## config.mk

```make
export PLATFORM = sky130hd
export DESIGN_NAME = binary_subtractor_serial
export DESIGN_NICKNAME = d
export VERILOG_FILES = /design/src/rtl/binary_subtractor_serial.sv
export SDC_FILE = /design/constraint.sdc
export NUM_CORES = 1
export LEC_CHECK = 0
export ABC_AREA = 0
export CAP_MARGIN = 20
export CORE_AREA = 5 5 56 58
export DETAILED_ROUTE_END_ITERATION = 6
export DIE_AREA = 0 0 61 63
export PLACE_DENSITY = 0.74
export SLEW_MARGIN = 20
export SYNTH_ARGS = -nofsm -noshare
export SYNTH_HDL_FRONTEND = slang
export SYNTH_SLANG_ARGS = --single-unit
export TNS_END_PERCENT = 100
```

## constraint.sdc

```tcl
create_clock -name clk -period 3.2 [get_ports clk]
set_input_delay 0.64 -clock clk [delete_from_list [all_inputs] [get_ports clk]]
set_output_delay 0.64 -clock clk [all_outputs]
set_load 0.005 [all_outputs]
```

## src/rtl/binary_subtractor_serial.sv

```systemverilog
// Bit-serial unsigned subtractor: d = {borrow, (a - b) mod 2^W}, one bit per clock, LSB first.
//
// state | meaning
// IDLE  | waiting for start; d holds the last completed result
// SHIFT | one difference bit per edge, W edges total
// DONE  | single cycle, d carries the new result, done pulses
module binary_subtractor_serial #(
    parameter int W = 4
) (
    input  logic         clk,
    input  logic         rst,
    input  logic         start,
    input  logic [W-1:0] a,
    input  logic [W-1:0] b,
    output logic [W:0]   d,
    output logic         busy,
    output logic         done
);

    localparam int CW = (W > 1) ? $clog2(W) : 1;

    typedef enum logic [1:0] {
        IDLE  = 2'd0,
        SHIFT = 2'd1,
        DONE  = 2'd2
    } state_t;

    state_t        state;
    state_t        state_next;

    logic [W-1:0]  a_sh;
    logic [W-1:0]  b_sh;
    logic [W-1:0]  res_sh;
    logic [W-1:0]  res_next;
    logic          br;
    logic          br_next;
    logic          diff_bit;
    logic [CW-1:0] cnt;
    logic          last_bit;

    // Full-subtractor cell on the current LSBs, plus the result register shifted one place
    always_comb begin
        diff_bit         = a_sh[0] ^ b_sh[0] ^ br;
        br_next          = (~a_sh[0] & b_sh[0]) | (~(a_sh[0] ^ b_sh[0]) & br);
        res_next         = res_sh >> 1;
        res_next[W-1]    = diff_bit;
        last_bit         = (cnt == CW'(W - 1));
    end

    // State register
    always_ff @(posedge clk or posedge rst) begin
        if (rst) begin
            state <= IDLE;
        end else begin
            state <= state_next;
        end
    end

    // Next-state logic and status outputs
    always_comb begin
        state_next = state;
        busy       = 1'b0;
        done       = 1'b0;
        case (state)
            IDLE: begin
                if (start) begin
                    state_next = SHIFT;
                end
            end
            SHIFT: begin
                busy = 1'b1;
                if (last_bit) begin
                    state_next = DONE;
                end
            end
            DONE: begin
                done       = 1'b1;
                state_next = IDLE;
            end
            default: begin
                state_next = IDLE;
            end
        endcase
    end

    // Operand capture, bit-serial datapath and result update; d only changes on the final bit
    always_ff @(posedge clk or posedge rst) begin
        if (rst) begin
            a_sh   <= '0;
            b_sh   <= '0;
            res_sh <= '0;
            br     <= 1'b0;
            cnt    <= '0;
            d      <= '0;
        end else begin
            case (state)
                IDLE: begin
                    if (start) begin
                        a_sh   <= a;
                        b_sh   <= b;
                        res_sh <= '0;
                        br     <= 1'b0;
                        cnt    <= '0;
                    end
                end
                SHIFT: begin
                    a_sh   <= a_sh >> 1;
                    b_sh   <= b_sh >> 1;
                    res_sh <= res_next;
                    br     <= br_next;
                    cnt    <= cnt + CW'(1);
                    if (last_bit) begin
                        d <= {br_next, res_next};
                    end
                end
                default: begin
                end
            endcase
        end
    end

endmodule

```

**Clock wiring as the flow saved it**

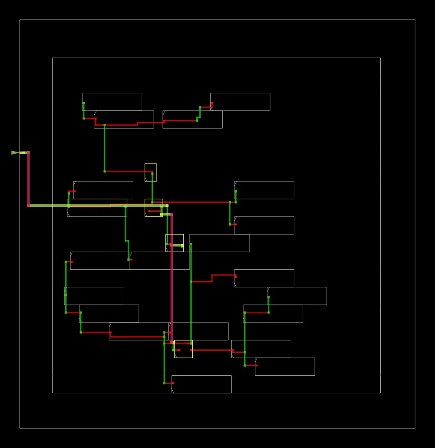
clk sink count: 21
Latency at later pin: 0.31 ns
flop count: 21
CLK BUF: 3

**Gate families picked out**

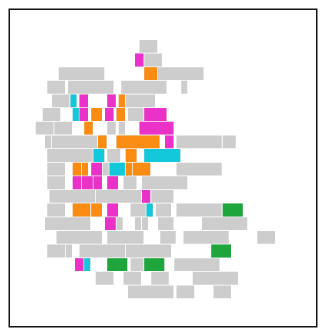
[orange] NOR gates | cells: 14 | most used: nor3_1
[cyan] NAND gates | cells: 7 | most used: nand2_1
[green] multiplexers | cells: 4 | most used: mux2_2
[magenta] inverting AOI/OAI gates | cells: 17 | most used: o21ai_0
Post-Layout Cell Count: 132
multi-input combinational area share: 33.44%
Top cell excl fill/tap: dfrtp_1

==> qor.txt <==
IO Pins: 18
Xor+xnor area frac: 0%
Seq area share: 43.75%
Share of layout cells above drive strength 1: 19.80%
Vias in the first global route: 741
Post-synth seq share: 52.63%
CP peak stage delay: 0.54 ns
Final hold viol count: 0
Pins Over Slew Limit: 0
Launch point of the worst reg-to-reg path: state[1]
Sequential power share: 41.6%
Starting Density: 38.18%
Yosys synthesis chip area: 998.5 µm²
Top post-synthesis cells by count: dfrtp_1, inv_1, o21ai_0, o22ai_1
P_leak: 0.0005329 µW
Max-Cap Viols: 0
Status: complete, no violations
Post-Place Setup Slack: 1.113 ns
Top-count cell post-synth: dfrtp_1
Vias/cell: 5.098
Number of standard cells reported by yosys: 83
DR top layer: met4
Die span in y: 63 µm
Hold WC Path Type: reg2reg
Rel. slew slack: 49.72%
Post CTS Setup Buffer Count: 0
Clock root buffer: clkbuf_4
Biggest register: d
R2r endpoint: d[1]
GR Util met3: 2.893%
Data buffer area share: 14.79%
Register area: 525.5 µm²
Power Density: 936.8 nW/µm²
Biggest regs: d: 5 flops, a_sh: 4 flops, b_sh: 4 flops
First-pass GRT wire length: 3270 µm
Min-delay src: cnt[0]
CTS tree: yes
Met3 routed WL: 74 µm
N_taps: 31
Final clock-cell share: 2.292%
Final instance area: 1201 µm²
Peak supply drop: 0.0005613 V
Post-layout period usage: 76.35%
Non-clock buffers: 18
Synth warnings: 0
Worst EP arrival: 1.80 ns
Crit path capture: busy
Wire per inst: 13.33 µm
Buffers & Inverters on Critical Path: 2
**Met2 routing**

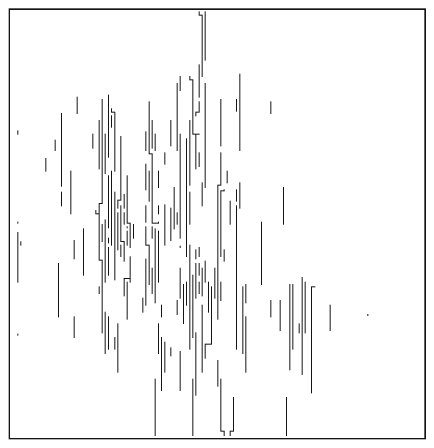
share of all routed wire: 48%
nets with wire on the layer: 94
main direction: vertical
DRT Wirelength: 1760 µm
grt met2 use: 16.71%

Power and IR drop assume default switching activity.
